**src/rtl/cpu_mem_bus_ctrl.sv**
```systemverilog
// Single-outstanding CPU-to-memory bus controller: accepts one request, issues it to
// the memory honouring its stall, captures synchronous read data and returns one response.
module cpu_mem_bus_ctrl #(
  parameter int ADDR_W      = 16,
  parameter int STALL_LIMIT = 8
) (
  input  logic              clk,
  input  logic              reset,
  input  logic              req_valid,
  output logic              req_ready,
  input  logic [ADDR_W-1:0] req_addr,
  input  logic              req_we,
  input  logic              req_sz,
  input  logic [15:0]       req_wdata,
  output logic              resp_valid,
  input  logic              resp_ready,
  output logic [15:0]       resp_rdata,
  output logic              resp_err,
  output logic [ADDR_W-1:0] mem_addr,
  output logic [7:0]        mem_wdata_8,
  output logic [15:0]       mem_wdata_16,
  output logic              mem_acc_sz,
  output logic              mem_we,
  input  logic [7:0]        mem_rdata_8,
  input  logic [15:0]       mem_rdata_16,
  input  logic              mem_stall,
  output logic              err_sticky
);

  localparam logic       SZ_8  = 1'b0;
  localparam logic [7:0] LIMIT = 8'(STALL_LIMIT);

  typedef enum logic [1:0] {IDLE, ISSUE, CAPTURE, RESP} state_t;

  state_t              state_q;
  logic [ADDR_W-1:0]   addr_q;
  logic                we_q;
  logic                sz_q;
  logic [15:0]         wdata_q;
  logic [7:0]          stall_cnt_q;
  logic [7:0]          stall_cnt_d;
  logic                req_ready_q;
  logic                resp_valid_q;
  logic [15:0]         resp_rdata_q;
  logic                resp_err_q;
  logic                mem_we_q;
  logic                err_sticky_q;

  // Saturating count of stalled ISSUE cycles
  assign stall_cnt_d = (stall_cnt_q == LIMIT) ? stall_cnt_q : stall_cnt_q + 8'd1;

  always_ff @(posedge clk) begin
    if (reset) begin
      state_q      <= IDLE;
      addr_q       <= '0;
      we_q         <= 1'b0;
      sz_q         <= 1'b0;
      wdata_q      <= 16'h0000;
      stall_cnt_q  <= 8'd0;
      req_ready_q  <= 1'b1;
      resp_valid_q <= 1'b0;
      resp_rdata_q <= 16'h0000;
      resp_err_q   <= 1'b0;
      mem_we_q     <= 1'b0;
      err_sticky_q <= 1'b0;
    end else begin
      case (state_q)
        IDLE: begin
          if (req_valid) begin
            addr_q      <= req_addr;
            we_q        <= req_we;
            sz_q        <= req_sz;
            wdata_q     <= req_wdata;
            stall_cnt_q <= 8'd0;
            mem_we_q    <= req_we;
            req_ready_q <= 1'b0;
            state_q     <= ISSUE;
          end
        end
        ISSUE: begin
          if (!mem_stall) begin
            mem_we_q <= 1'b0;
            if (we_q) begin
              resp_rdata_q <= 16'h0000;
              resp_valid_q <= 1'b1;
              state_q      <= RESP;
            end else begin
              state_q <= CAPTURE;
            end
          end else begin
            stall_cnt_q <= stall_cnt_d;
            if (stall_cnt_d == LIMIT) begin
              // Watchdog abort: drop the write strobe before memory ever sees it unstalled
              mem_we_q     <= 1'b0;
              resp_rdata_q <= 16'h0000;
              resp_err_q   <= 1'b1;
              err_sticky_q <= 1'b1;
              resp_valid_q <= 1'b1;
              state_q      <= RESP;
            end
          end
        end
        CAPTURE: begin
          resp_rdata_q <= (sz_q == SZ_8) ? {8'h00, mem_rdata_8} : mem_rdata_16;
          resp_valid_q <= 1'b1;
          state_q      <= RESP;
        end
        RESP: begin
          if (resp_ready) begin
            resp_valid_q <= 1'b0;
            resp_err_q   <= 1'b0;
            req_ready_q  <= 1'b1;
            state_q      <= IDLE;
          end
        end
        default: begin
          state_q     <= IDLE;
          req_ready_q <= 1'b1;
        end
      endcase
    end
  end

  assign req_ready    = req_ready_q;
  assign resp_valid   = resp_valid_q;
  assign resp_rdata   = resp_rdata_q;
  assign resp_err     = resp_err_q;
  assign err_sticky   = err_sticky_q;
  assign mem_we       = mem_we_q;
  assign mem_addr     = addr_q;
  assign mem_acc_sz   = sz_q;
  assign mem_wdata_8  = wdata_q[7:0];
  assign mem_wdata_16 = wdata_q;

endmodule

```
**config.mk**
```make
export PLATFORM = sky130hd
export DESIGN_NAME = cpu_mem_bus_ctrl
export DESIGN_NICKNAME = d
export VERILOG_FILES = /design/src/rtl/cpu_mem_bus_ctrl.sv
export SDC_FILE = /design/constraint.sdc
export NUM_CORES = 1
export LEC_CHECK = 0
export CORE_MARGIN = 2
export CORE_UTILIZATION = 46
export CTS_BUF_LIST = sky130_fd_sc_hd__clkbuf_4 sky130_fd_sc_hd__clkbuf_8 sky130_fd_sc_hd__clkbuf_16
export CTS_CLUSTER_DIAMETER = 100
export DETAILED_ROUTE_END_ITERATION = 8
export MAX_ROUTING_LAYER = met4
export PLACE_DENSITY = 0.95
export SETUP_SLACK_MARGIN = 0.15
export SLEW_MARGIN = 20
export SYNTH_ARGS = -nofsm -noshare
export SYNTH_HDL_FRONTEND = slang
export SYNTH_SLANG_ARGS = --single-unit
```
**constraint.sdc**
```tcl
create_clock -name clk -period 6.45 [get_ports clk]
set_clock_uncertainty 0.15 [all_clocks]
set_input_delay 1.6125 -clock clk [delete_from_list [all_inputs] [get_ports clk]]
set_output_delay 1.6125 -clock clk [all_outputs]
set_load 0.01 [all_outputs]
```
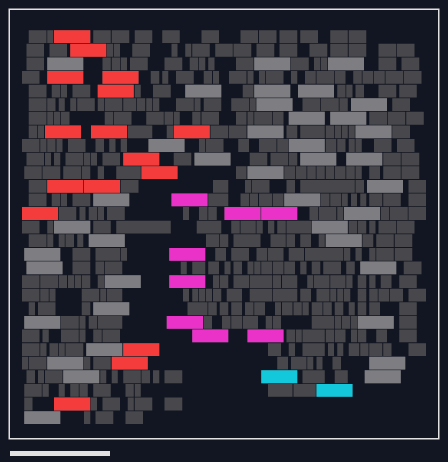
registers.png
The bar under the picture is 20 µm long. Other sequential cells in the stronger grey, the rest of the logic in the fainter grey.
| netlist name | colour | placed flops |
|---|---|---|
| `mem_wdata_16` | red | 16 |
| `stall_cnt_q` | magenta | 8 |
| `state_q` | cyan | 2 |
not coloured: 39

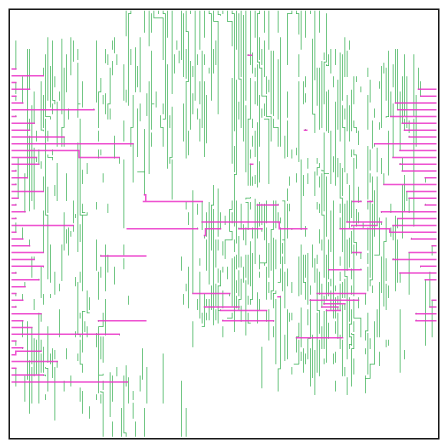
metal_stack.png
Only two layers are drawn.
| layer | colour | wire length |
|---|---|---|
| met3 | magenta | 631 µm |
| met2 | green | 3960 µm |

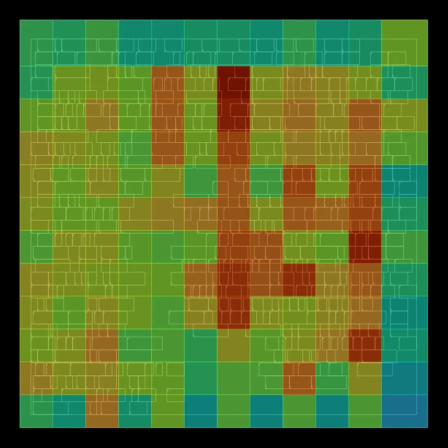
final_congestion.png
WL per Instance: 14.3 µm
met3 Usage GRT: 0.0481
global-route track usage on met2: 0.379

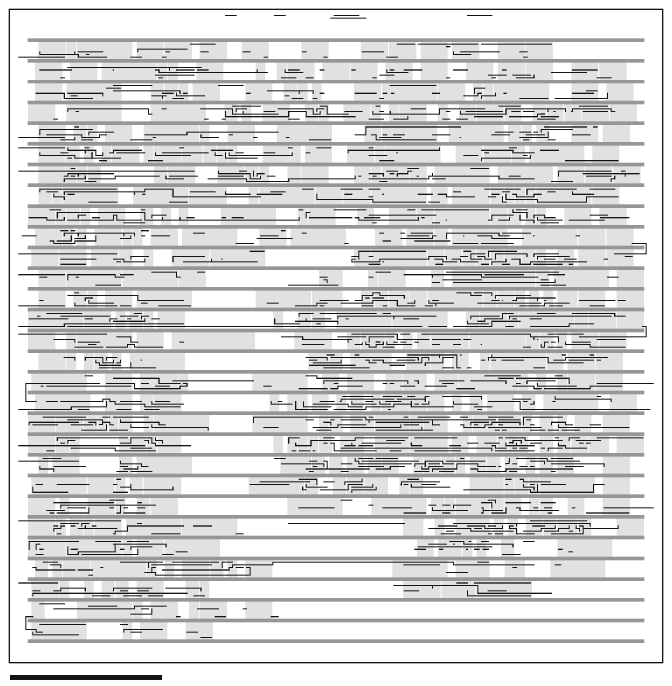
met1.png
The bar under the picture is 20 µm long. Supply wires on this layer in grey.
nets with wire on the layer: 491
share of all routed wire: 42%
longest straight run: 46.5 µm

==> results.py <==
# Auto-generated metrics
metrics = {
    "floorplanning": {
        "die-height_um": 85.6,
        "fp_util": 0.479,
        "io_pins": 125,
        "die_x_um": 85.6,
        "coreArea_um2": 6390,
    },
    "power": {
        "p_int_uw": 922,
        "pwr-share-clk": 0.275,
        "p_leak_nw": 1.59,
        "p_comb_frac": 0.366,
        "vdd_ir_drop_max_mv": 0.270,
        "p_per_area_nw_per_um2": 316,
        "seqPwrFrac": 0.359,
    },
    "drt": {
        "remaining_drc_errors": 0,
        "drt_iter0_markers": 154,
        "wl_mm": 8.16,
    },
    "cts": {
        "post_cts_buffers": 0,
        "cts_hold_buffers": 0,
        "htree_num_levels": 3,
        "cts_tree": "yes",
        "root_buffer": "clkbuf_8",
        "clkTransAtPathRegs_ns": 0.08,
        "cts_buffers": 9,
    },
    "critical_path": {
        "required_ns": 6.57,
        "crit_type": "input port to flop",
        "cp_data_arrival_time_ns": 3.79,
        "endpoint_kind": "flop",
        "critPathLaunchType": "input port",
        "cp_max_fo": 16,
    },
    "logic_synthesis": {
        "yosys_area_um2": 3060,
        "mappedNetlistArea_um2": 3060,
        "ys_cells": 383,
        "compound_area_frac": 0.158,
        "yosys.area_share.simple": 0.247,
        "ys_top_logic_family": "simple AND/OR/NAND/NOR gates",
        "ys_warn_count": 0,
        "adder_share": 0.0286,
        "synthCells": 383,
        "synth-async-reset-ratio": 0,
        "syn_area_per_cell_um2": 7.99,
        "synth-edff-count": 0,
    },
    "final_timing": {
        "relSlewSlack": 0.263,
        "min_period_ns": 3.67,
        "finalWorstSetupSlack_ns": 2.78,
        "post-route-period-util": 0.569,
        "rsz0062_at_grt": "false",
        "whs_ns": 0.307,
    },
    "layout": {
        "post-route-util": 0.695,
        "drive_gt1_frac": 0.0466,
        "synthToLayoutAreaGrowth_pct": 45.0,
    },
    "placement": {
        "pre_cts_ws_ns": 2.42,
        "portBuffers": 124,
    },
    "job": {
        "max_cap_viol_count": 0,
        "warnings": 31,
    },
    "status": {
        "outcome": "finished clean",
    },
    "global_route": {
        "antenna_found_initial": 0,
        "grt_pass1_wl_mm": 13.3,
        "grt_max_degree": 68,
    },
    "worst_hold_path": {
        "hp-class": "flop to flop",
        "hold_start": "mem_addr[2]",
    },
}
[state kept, by name (all words and copies together) (netlist names)]
| signal | flops |
|---|---|
| mem_we | 1 |
| resp_err | 1 |
| resp_rdata | 16 |
| mem_wdata_16 | 16 |
| mem_addr | 16 |
| resp_valid | 1 |
| state_q | 2 |
| mem_acc_sz | 1 |
| stall_cnt_q | 8 |
| err_sticky | 1 |
| req_ready | 1 |
| we_q | 1 |
[layout make-up]
type / count / area, µm²
clock inverter: 6 / 90.1
sequential: 65 / 1300
clock buffer: 10 / 131
timing repair buffer: 126 / 1250
tap: 77 / 96.3
fill: 500 / 1950
multi-input combinational: 276 / 1530
inverter: 11 / 41.3
[worst max-delay path: stages]
cell and delay (ns):
clkdlybuf4s50_1 0.62, nand2_1 0.18, nor4_4 0.51, or2_1 0.60
mux2i_1 0.26
[routing by layer]
layer	vias to the layer above	GRT usage	part of all wire
met4	0	0.0880	0.015
met1	1397	0.283	0.42
li1	1492	-	-
met3	13	0.0481	0.077
met5	-	-	0
met2	126	0.379	0.48
[cell usage in the layout (no fill, tap or decap), drive strengths merged, types with 2 or more instances in the layout]
master,Yosys,routed
mux2i,16,16
clkbuf,17,10
nand2,88,88
and3,2,2
a21oi,47,47
nor3,10,10
clkdlybuf4s50,0,123
ha,7,7
or3,2,2
nand3,4,4
o21ai,22,22
nor2,21,21
and2,4,4
bufinv,0,2
nand2b,19,19
dfxtp,65,65
xor2,2,2
nand4b,2,2
nor2b,3,3
nand4,3,3
buf,14,3
a41oi,2,2
inv,11,12
a31oi,4,4
clkinv,0,2
Power and IR drop assume default switching activity.
